Run 1, pin placement:
Scale: 4 px per um. Pins as bars across the die edge, other pins in gray.
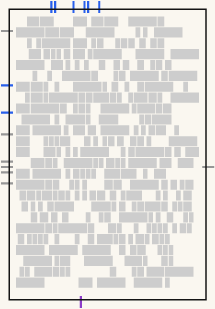
Run 1, placed cells, one color a class:
Scale: 8 px per um.
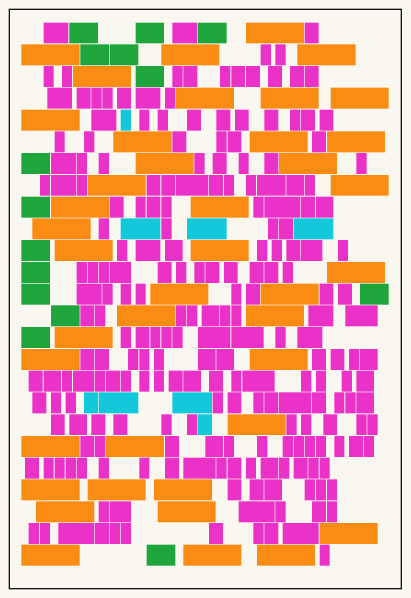
Run 1, the metal 3 layer:
Scale: 6 px per um.
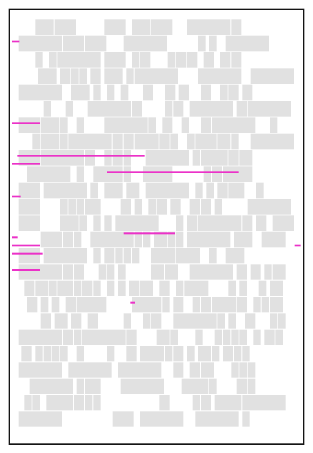
$ cat src/rtl/tt_trng_collector.sv
// rtl/tt_trng_collector.sv - inverter-ring TRNG collector: warm-up, von Neumann debias, word packing, repetition test
// Optional TRNG_DISCARD_CNT_EN adds a saturating discard_cnt of rejected 00/11 pairs.
module tt_trng_collector #(
  parameter int WORD_W    = 8,
  parameter int WARMUP    = 16,
  parameter int REP_LIMIT = 32
) (
  input  logic              clk,
  input  logic              rst,
  input  logic              enable,
  input  logic              raw_bit,
  output logic              startring,
  output logic [WORD_W-1:0] word_out,
  output logic              word_valid,
  input  logic              rd_ready,
  output logic              health_fail
`ifdef TRNG_DISCARD_CNT_EN
  ,
  output logic [15:0]       discard_cnt
`endif
);

  localparam int CW = $clog2(WORD_W + 1);

  typedef enum logic [2:0] {
    S_IDLE,
    S_WARMUP,
    S_COLLECT,
    S_HOLD,
    S_FAIL
  } state_t;

  state_t            state, state_nx;
  logic [7:0]        warm_cnt;
  logic              phase;
  logic              first_bit;
  logic              prev_bit;
  logic [WORD_W-1:0] shift_q;
  logic [WORD_W-1:0] shift_nx;
  logic [CW-1:0]     bit_cnt;
  logic [7:0]        rep_cnt;
  logic [7:0]        rep_nx;
  logic              pair_useful;
  logic              pair_discard;
  logic              word_done;
  logic              rep_trip;
  logic              warm_done;

  always_comb begin
    pair_useful  = phase && (first_bit != raw_bit);
    pair_discard = phase && (first_bit == raw_bit);
    shift_nx     = {shift_q[WORD_W-2:0], first_bit};
    word_done    = (state == S_COLLECT) && pair_useful && (bit_cnt == CW'(WORD_W - 1));
    warm_done    = (warm_cnt == 8'(WARMUP - 1));
    // rep_cnt==0 marks the first sample after warm-up
    if (rep_cnt == 8'd0 || raw_bit != prev_bit)
      rep_nx = 8'd1;
    else if (rep_cnt >= 8'(REP_LIMIT))
      rep_nx = rep_cnt;
    else
      rep_nx = rep_cnt + 8'd1;
    rep_trip = (state == S_COLLECT) && (rep_nx == 8'(REP_LIMIT));
  end

  always_ff @(posedge clk) begin
    if (rst)
      state <= S_IDLE;
    else
      state <= state_nx;
  end

  // Priority in COLLECT: health trip, then abort, then word completion
  always_comb begin
    state_nx = state;
    case (state)
      S_IDLE:    if (enable) state_nx = S_WARMUP;
      S_WARMUP:  if (!enable) state_nx = S_IDLE;
                 else if (warm_done) state_nx = S_COLLECT;
      S_COLLECT: if (rep_trip) state_nx = S_FAIL;
                 else if (!enable) state_nx = S_IDLE;
                 else if (word_done) state_nx = S_HOLD;
      S_HOLD:    if (!enable) state_nx = S_IDLE;
                 else if (rd_ready) state_nx = S_COLLECT;
      S_FAIL:    state_nx = S_FAIL;
      default:   state_nx = S_IDLE;
    endcase
  end

  always_comb begin
    startring   = (state == S_WARMUP) || (state == S_COLLECT) || (state == S_HOLD);
    word_valid  = (state == S_HOLD);
    health_fail = (state == S_FAIL);
  end

  always_ff @(posedge clk) begin
    if (rst) begin
      warm_cnt  <= 8'd0;
      phase     <= 1'b0;
      first_bit <= 1'b0;
      prev_bit  <= 1'b0;
      shift_q   <= '0;
      bit_cnt   <= '0;
      rep_cnt   <= 8'd0;
      word_out  <= '0;
    end else begin
      warm_cnt <= (state == S_WARMUP) ? warm_cnt + 8'd1 : 8'd0;
      case (state)
        S_COLLECT: begin
          phase    <= ~phase;
          prev_bit <= raw_bit;
          rep_cnt  <= rep_nx;
          if (!phase) begin
            first_bit <= raw_bit;
          end else if (pair_useful) begin
            shift_q <= shift_nx;
            bit_cnt <= bit_cnt + CW'(1);
          end
          if (state_nx == S_HOLD)
            word_out <= shift_nx;
        end
        // Repetition history survives HOLD; the word assembly restarts
        S_HOLD: begin
          phase   <= 1'b0;
          bit_cnt <= '0;
          shift_q <= '0;
        end
        default: begin
          phase   <= 1'b0;
          bit_cnt <= '0;
          shift_q <= '0;
          rep_cnt <= 8'd0;
        end
      endcase
    end
  end

`ifdef TRNG_DISCARD_CNT_EN
  always_ff @(posedge clk) begin
    if (rst)
      discard_cnt <= 16'd0;
    else if (state == S_COLLECT && pair_discard && discard_cnt != 16'hFFFF)
      discard_cnt <= discard_cnt + 16'd1;
  end
`else
  logic unused_discard;
  assign unused_discard = pair_discard;
`endif

endmodule

$ cat config.mk
export PLATFORM = sky130hd
export DESIGN_NAME = tt_trng_collector
export DESIGN_NICKNAME = d
export VERILOG_FILES = /design/src/rtl/tt_trng_collector.sv
export SDC_FILE = /design/constraint.sdc
export NUM_CORES = 1
export LEC_CHECK = 0
export ABC_AREA = 1
export CAP_MARGIN = 20
export CORE_ASPECT_RATIO = 1.5
export CORE_UTILIZATION = 60
export CTS_CLUSTER_SIZE = 20
export DETAILED_ROUTE_END_ITERATION = 10
export PLACE_DENSITY_LB_ADDON = 0.2
export SYNTH_ARGS = -nofsm -noshare
export SYNTH_HDL_FRONTEND = slang
export SYNTH_SLANG_ARGS = --single-unit
$ cat constraint.sdc
create_clock -name clk -period 4.3 [get_ports clk]
set_input_delay 0.645 -clock clk [delete_from_list [all_inputs] [get_ports clk]]
set_output_delay 0.645 -clock clk [all_outputs]
set_load 0.02 [all_outputs]
==> flow_metrics.py, run 1 <==
# Flow results
metrics = {
    "run": {
        "cap_violations": 0,
    },
    "layout": {
        "buffer_area_share_pct": 6.77,
        "inverters_excl_clock": 36,
        "final_util_pct": 70.9,
        "syn2layout_area_growth_pct": 12.4,
        "logic_gates": 185,
    },
    "global_routing": {
        "antenna_found_initial": 0,
    },
    "clock_network": {
        "cts_tree": "yes",
        "clk_pin_slew_worst_paths_ns": 0.08,
        "clockBufferDepth": 2,
        "cts.sinks": 41,
    },
    "worst_setup_path": {
        "rrSetupSlack_ns": 2.38,
        "path_delay_family": "buffers and inverters",
        "r2r_end": "first_bit",
        "worstPathArrival_ns": 1.73,
        "crit_path_end_kind": "primary output",
        "worst-path-buf-inv": 2,
        "required_ns": 3.65,
        "rr_worst_depth": 8,
    },
    "floorplanning": {
        "initial_core_util_pct": 63.1,
        "core_um2": 3130,
        "die-area_um2": 3530,
    },
    "place": {
        "dpl_cell_area_um2": 2140,
        "place_inst": 317,
    },
    "pwr": {
        "ir_drop_v": 0.000369,
        "finalPower_mw": 0.637,
    },
    "yosys": {
        "top_cells_by_area": "dfxtp_1 42%, nand2_1 9.1%, inv_1 6.1%, nand3_1 5.6%, nor2_1 5.3%",
        "ys_types": 30,
        "netlist_instances": 268,
        "yosys_cells": 268,
        "synth_top_area_share_pct": 41.6,
        "ys_chip_area_um2": 1970,
        "syn-num-nets": 277,
        "yosys_warnings": 0,
    },
    "sta": {
        "rsz0062_at_grt": "no",
        "worst_slew_pin_slew_ns": 0.937,
        "finalCriticalPeriod_ns": 2.38,
        "fin_skew_ns": 0.00472,
        "finalSetupTns_ns": 0,
        "setup_viol": 0,
    },
    "status": {
        "status": "complete, no violations",
    },
    "hold_path": {
        "hold_end": "warm_cnt[0]",
    },
    "detailed_routing": {
        "detail_route.wl_per_cell_um": 11.3,
    },
}
Back to the opening pictures, 'pin placement':
- blue: word_out (pins 8; direction output; edge 6 north, 2 west)
- purple: rst (pins 1; direction input; edge south)
- all pins by edge: 8 west, 6 north, 1 east, 1 south
Die H: 72.2 um
die width: 48.8 um
PortBufs: 15

Back to the opening pictures, 'placed cells, one color a class':
- magenta: remaining logic cells (cells 221)
- green: remaining buffers and delay cells (cells 15)
- orange: registers (cells 41)
- cyan: clock drivers and dummy loads (cells 8)
sequential cell area share: 37.0%
Rows: 25
fin area: 2220 um2

Back to the opening pictures, 'the metal 3 layer':
- wire length on this layer: 76.8 um
- nets with wire on the layer: 11
total wire length: 3.66 mm
met3 GRT Util: 4.40%
detailed-route via count: 1686

==> run 1: sequential cells by signal (all words and copies together) (netlist names) <==
register / cells
phase: 1
state: 3
word_out: 8
warm_cnt: 8
first_bit: 1
prev_bit: 1
rep_cnt: 8
shift_q: 7
bit_cnt: 4
==> run 1: routing by layer <==
layer | vias up | wire length [um] | share of wire (%) | track usage [%]
met5 | - | 0 | 0 | 0
li1 | 897 | - | - | -
met4 | 0 | 40 | 1.1 | 5.88
met2 | 15 | 1760 | 48 | 41.0
met3 | 4 | 76 | 2.1 | 4.40
met1 | 770 | 1790 | 49 | 29.3
==> run 1: how the worst max path moves through the flow <==
stage / startpoint / to / slack, ns
global route: raw_bit / word_out[6] / 1.78
floorplan: raw_bit / word_out[1] / 2.57
CTS: state[2] / word_valid / 1.93
global placement: raw_bit / word_out[2] / 1.77
detailed placement: raw_bit / word_out[6] / 1.72
finish: state[2] / word_valid / 1.92
==> run 1: cells by family after synthesis <==
| logic type | Yosys count | synth area share (%) |
|---|---|---|
| DFF | 41 | 41.6 |
| xor gates and xnor gates | 1 | 0.444 |
| buffers and inverters | 42 | 8.75 |
| and+or+nand+nor | 128 | 31.5 |
| adders and majority gates | 4 | 2.54 |
| AOI/OAI and AO/OA | 52 | 15.2 |
==> run 1: where the power goes <==
part / switching (mW) / leakage [nW] / total [mW] / internal, mW
registers: 0.000758 / 0.330 / 0.381 / 0.380
logic: 0.00974 / 0.439 / 0.0171 / 0.00738
clock network: 0.126 / 0.0450 / 0.239 / 0.113
==> run 1: cell usage in the layout (no fill, tap or decap), drive strengths merged, types with 3 or more instances in the layout <==
master and n:
a21oi 28, clkbuf 6, clkdlybuf4s50 15, clkinv 3
dfxtp 41, ha 4, inv 35, nand2 57
nand3 23, nand4 4, nor2 36, nor3 4
o21ai 22
Run 1, wire density map:
Scale: 4 px per um. The die is cut into 10 by 14 equal tiles; dark purple is low, yellow is high, scaled to the fullest tile. Values are wire area over tile area, all layers added.
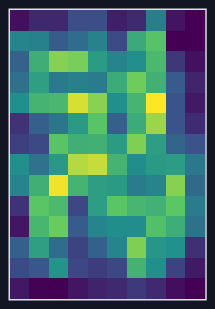

==> run 2, diff against run 1 <==
- CORE_UTILIZATION: 60 -> 57
- clock period: 4.3 -> 2.4 ns (I/O delays scaled with it)
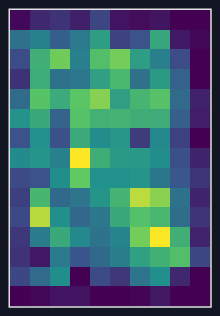
Run 2: wire density map
Scale: 4 px per um. The die is cut into 10 by 15 equal tiles; dark purple is low, yellow is high, scaled to the fullest tile. Values are wire area over tile area, all layers added.
- nearly empty tiles: 10%
- emptiest ninth of the die: north-east
- tiles over half the peak: 35%
- fullest tile: 0.41
- mean over tiles: 0.16
- densest ninth of the die: center
total wire length: 3.74 mm
detailed-route via count: 1707
GRT Util Overall: 22.2%

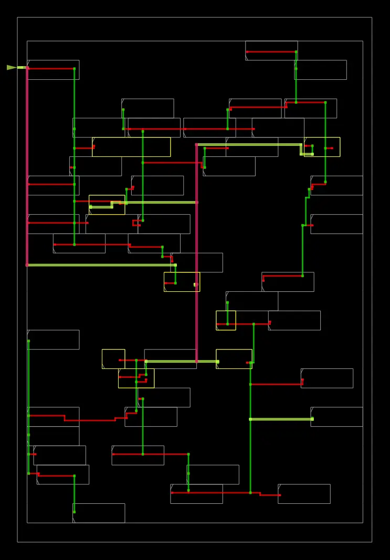
Run 2: clock wiring as the flow saved it
Clock Latency Late Sink: 0.30 ns
clock buffer count: 5

==> run 2 against run 1 <==
Compared with the run above:
- die area up 5.1%
- clock power up 130%
- highest routed layer unchanged
- power up 100%
- global-route usage down 1.2 points
- critical path depth unchanged
- first-iteration DRC count up 31%
- clock-buffer cell count down 1
- register-to-register slack worse by 1.8 ns
- wire length up 2.1%
==> flow_metrics.py, run 2 <==
# Flow results
metrics = {
    "status": {
        "status": "complete, no violations",
    },
    "sta": {
        "timing.hold.ws_ns": 0.457,
        "finalCriticalPeriod_ns": 2.10,
        "worst_slew_pin_slew_ns": 0.477,
        "finalSetupTns_ns": 0,
        "rsz0062_at_grt": "no",
        "maxSlewViolCount": 0,
        "timing.final.crit_share_pct": 87.6,
        "fmax_mhz": 476,
        "setup_viol": 0,
        "fin_skew_ns": 0.0126,
    },
    "clock_network": {
        "htree_levels": 2,
        "cts_tree": "yes",
        "cts.sinks": 41,
        "cts_setup_buffers": 0,
        "cts_root_buf": "clkbuf_8",
        "clk_pin_slew_worst_paths_ns": 0.08,
        "clockBufferDepth": 2,
    },
    "global_routing": {
        "grt_pass1_vias": 1493,
        "grt_first_pass_wirelength_mm": 6.30,
        "antenna_found_initial": 0,
        "grt.overflow.total": 0,
    },
    "layout": {
        "mostFrequentLayoutCell": "nand2_1",
        "final_cells": 328,
        "reg_top3": "rep_cnt x8, warm_cnt x8, word_out x8",
        "diodes": 0,
        "final_cell_mix": "48 x nand2_1, 41 x dfxtp_1, 32 x inv_1",
        "syn2layout_area_growth_pct": 15.2,
        "nets": 296,
    },
    "detailed_routing": {
        "drc": 0,
        "ant_nets": 0,
        "detail_route.wl_per_cell_um": 11.4,
    },
    "yosys": {
        "avgSynthCellArea_um2": 7.36,
        "synth-seq-cells": 41,
        "syn-num-nets": 277,
        "synth_top_area_share_pct": 41.6,
        "yosys_warnings": 0,
        "ys_chip_area_um2": 1970,
        "netlist_instances": 268,
        "top_cells_by_area": "dfxtp_1 42%, nand2_1 9.1%, inv_1 6.1%, nand3_1 5.6%, nor2_1 5.3%",
        "yosys_cells": 268,
        "ys_async_sr_fraction_pct": 0,
        "ys_types": 30,
        "synth_area_um2": 1970,
    },
    "run": {
        "cap_violations": 0,
    },
    "place": {
        "place_inst": 320,
        "portBuffers": 15,
    },
    "floorplanning": {
        "die_width_um": 50.0,
        "num_rows": 25,
        "initial_core_util_pct": 61.2,
        "die_height_um": 74.1,
        "core_um2": 3220,
        "die-area_um2": 3710,
    },
    "worst_setup_path": {
        "worstPathArrival_ns": 1.74,
        "path_delay_family": "buffers and inverters",
        "crit_path_end_kind": "primary output",
        "worst-path-buf-inv": 2,
        "required_ns": 2.04,
        "critPathKind": "reg -> out",
    },
    "pwr": {
        "ir_drop_v": 0.000517,
    },
}
## run 2: cell counts after synthesis
No cell type changed its count.
## run 2: stage by stage
stage	cell area, um2	utilization, %	worst slack [ns]	total power, mW
3_3_place_gp	2160	67.0	0.368	0.729
3_5_place_dp	2160	67.0	0.322	0.730
5_1_grt	2270	70.6	0.230	1.32
4_1_cts	2270	70.6	0.307	1.29
2_1_floorplan	1970	-	0.776	0.717
6_report	2270	70.6	0.297	1.27
## run 2: where the power goes
part           internal, mW  switching (mW)
Sequential            0.681         0.00135
Clock                 0.311           0.250
Combinational        0.0132          0.0175
Total                  1.01           0.269
## run 2: final cells by class
cell class	instances	area, um2
Inverter	36	135
Tap cell	40	50.0
Clock buffer	5	68.8
Clock inverter	3	46.3
Fill cell	266	948
Timing Repair Buffer	18	173
Sequential cell	41	821
Multi-Input combinational cell	185	980
## run 2: path summary, 6_finish.rpt
| check | from | endpoint | slack (ns) | depth (start not counted) |
|---|---|---|---|---|
| hold reg to reg | warm_cnt[0] | warm_cnt[0] | 0.46 | 1 |
| setup / recovery | state[2] | word_valid | 0.30 | 4 |
| setup reg to reg | rep_cnt[0] | word_out[0] | 0.61 | 12 |
| hold / removal | warm_cnt[0] | warm_cnt[0] | 0.46 | 1 |
## run 2: cell families after synthesis
group,share of synthesized area (%)
compound gates,15.2
xor+xnor,0.444
fa+ha+maj,2.54
buf+inv,8.75
flops,41.6
simple gates,31.5
## run 2: routing by layer
layer	vias up	share of wire, %	global-route usage, %
li1	900	-	-
met1	777	49	28.1
met2	24	47	36.1
met3	6	2.9	5.52
met4	0	1.6	8.57
met5	-	0	0
Run 2, the metal 3 layer:
Scale: 6 px per um.
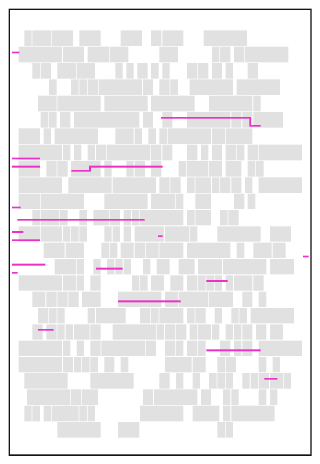

==> run 3, diff against run 2 <==
- ABC_AREA: 1 -> 0
- CORE_UTILIZATION: 57 -> 56
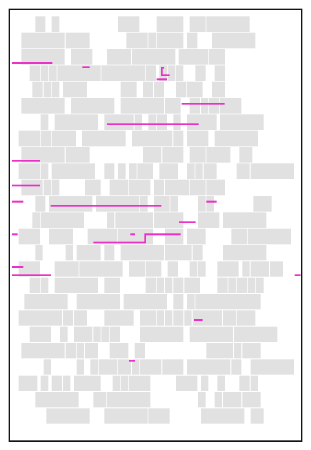
Run 3: the metal 3 layer
Scale: 6 px per um.
- longest straight run: 18.2 um
- share of all routed wire: 2.3%
- main direction: horizontal
met3 GRT Util: 5.10%
total wire length: 3.96 mm
detailed-route via count: 1537

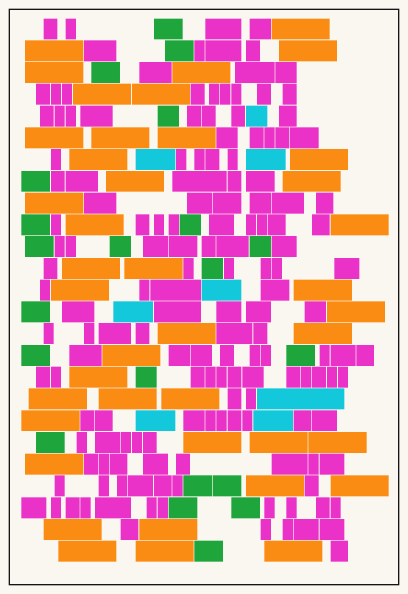
Run 3: placed cells, one color a class
Scale: 8 px per um.
- green: remaining buffers and delay cells (cells 21)
- cyan: clock drivers and dummy loads (cells 8)
- magenta: remaining logic cells (cells 155)
- orange: registers (cells 41)
fin area: 2150 um2
Core Area: 3130 um2
end-of-flow core utilization: 68.9%
sequential cell area share: 38.1%

==> run 3 against run 2 <==
Compared with the run above:
- fmax down 7.2%
- combinational power down 5%
- largest power group unchanged
- utilization down 1.7 points
- global-route usage up 2.3 points
- via count down 10%
- largest cell class unchanged
- highest routed layer unchanged
- clock-buffer cell count up 1
- worst hold slack better by 0.0071 ns
- synthesized cell count down 24%
- first-iteration DRC count down 16%
- clock skew down 0.0087 ns
- die area down 6.1%
==> flow_metrics.py, run 3 <==
# Flow results
metrics = {
    "status": {
        "status": "complete, no violations",
    },
    "worst_setup_path": {
        "worstPathArrival_ns": 2.46,
        "worst-path-buf-inv": 0,
        "crit_cells": 6,
        "rr_worst_depth": 6,
        "crit_path_end_kind": "flop",
        "path_delay_family": "simple AND/OR/NAND/NOR gates",
        "critPathKind": "reg -> reg",
    },
    "pwr": {
        "netSwitchingPower_mw": 0.254,
        "ir_drop_v": 0.000561,
        "pwr-share-seq_pct": 53.2,
        "clkPwrFrac_pct": 44.6,
        "switching_share_pct": 19.7,
        "p_int_mw": 1.03,
    },
    "floorplanning": {
        "initial_core_util_pct": 58.0,
        "num_rows": 25,
        "die_width_um": 48.5,
        "die-area_um2": 3480,
    },
    "global_routing": {
        "grt_pass1_vias": 1551,
        "use_met1_pct": 23.7,
        "antenna_found_initial": 0,
        "grtUsageMet2_pct": 48.8,
        "grt.overflow.total": 0,
        "busiest_layer": "met2",
        "grt.total_usage_pct": 24.5,
    },
    "sta": {
        "setup_viol": 0,
        "finalCriticalPeriod_ns": 2.27,
        "finalSetupTns_ns": 0,
        "worst_slew_pin_slew_ns": 0.599,
        "timing.hold.ws_ns": 0.464,
        "fin_skew_ns": 0.00382,
        "fmax_mhz": 441,
        "maxSlewViolCount": 0,
        "setup_slack_ns": 0.133,
    },
    "yosys": {
        "synth_area_um2": 1820,
        "top_cells_by_area": "dfxtp_1 45%, nand2_1 6.0%, nor2_1 5.2%, a32o_2 5.0%, a21oi_1 4.1%",
        "ys_chip_area_um2": 1820,
        "yosys_warnings": 0,
        "synth_top_area_share_pct": 45.2,
        "ys_async_sr_fraction_pct": 0,
        "avgSynthCellArea_um2": 8.94,
        "ys_types": 44,
        "synth-seq-cells": 41,
        "syn-num-nets": 212,
        "netlist_instances": 203,
        "yosys_cells": 203,
    },
    "layout": {
        "final_cells": 265,
        "diodes": 0,
        "syn2layout_area_growth_pct": 18.7,
        "reg_top3": "rep_cnt x8, warm_cnt x8, word_out x8",
        "nets": 233,
        "final_cell_mix": "41 x dfxtp_1, 29 x nand2_1, 25 x nor2_1",
        "mostFrequentLayoutCell": "dfxtp_1",
    },
    "place": {
        "dp.final_hpwl_mm": 2.84,
        "place_worst_setup_slack_ns": 0.171,
        "dpl_cell_area_um2": 2030,
        "portBuffers": 15,
    },
    "clock_network": {
        "clk_pin_slew_worst_paths_ns": 0.08,
        "cts_resized": 0,
        "clock_latency_ns": 0.29,
        "htree_levels": 2,
        "cts_root_buf": "clkbuf_8",
        "cts_setup_buffers": 0,
        "cts_tree": "yes",
    },
    "run": {
        "cap_violations": 0,
    },
    "detailed_routing": {
        "drc": 0,
        "ant_nets": 0,
        "detail_route.wl_per_cell_um": 14.9,
    },
    "hold_path": {
        "min_path_cells": 2,
    },
}
## run 3: netlist changes by cell type after synthesis, moves of 8 or more
cell,change
a21oi_2,-8
inv_1,-26
nand2_1,-19
a32o_2,+8
nand3_1,-19
## run 3: routing by layer
| metal | wire length (um) | vias up | share of wire, % |
|---|---|---|---|
| met1 | 1610 | 745 | 41 |
| met4 | 77 | 0 | 1.9 |
| met2 | 2170 | 26 | 55 |
| met5 | 0 | - | 0 |
| li1 | - | 759 | - |
| met3 | 92 | 7 | 2.3 |
## run 3: cell type report
class | instances | area, um2
repair buffers | 21 | 195
inverters | 6 | 22.5
fillers | 259 | 973
clock buffers | 6 | 82.6
clock inverters | 2 | 37.5
multi-input cells | 149 | 946
flip-flops and latches | 41 | 821
well taps | 40 | 50.0
## run 3: per-stage QoR
step           util, %  power [mW]
2_1_floorplan        -       0.713
3_3_place_gp      65.0       0.728
3_5_place_dp      65.0       0.729
4_1_cts           68.9        1.30
5_1_grt           68.9        1.32
6_report          68.9        1.29
## run 3: power groups by stage
stage	registers [mW]	logic, mW	clock network [mW]
floorplan	0.698	0.0153	0
global route	0.684	0.0315	0.609
finish	0.684	0.0293	0.573
detailed placement	0.700	0.0289	0
CTS	0.684	0.0293	0.584
global placement	0.700	0.0283	0
## run 3: worst paths after layout
kind / to / startpoint / slack (ns)
setup / recovery: word_out[4] / rep_cnt[0] / 0.13
hold / removal: shift_q[6] / shift_q[6] / 0.46
setup reg to reg: word_out[4] / rep_cnt[0] / 0.13
hold reg to reg: shift_q[6] / shift_q[6] / 0.46
## run 3: cell families after synthesis
family | share of synthesized area (%)
AND-OR/OR-AND | 21.2
XOR/XNOR | 4.82
AND/OR/NAND/NOR | 23.3
flip-flops | 45.2
adder cells (fa/ha/maj) | 2.76
buffers and inverters | 2.69
Power is estimated from default activity; no workload was simulated.
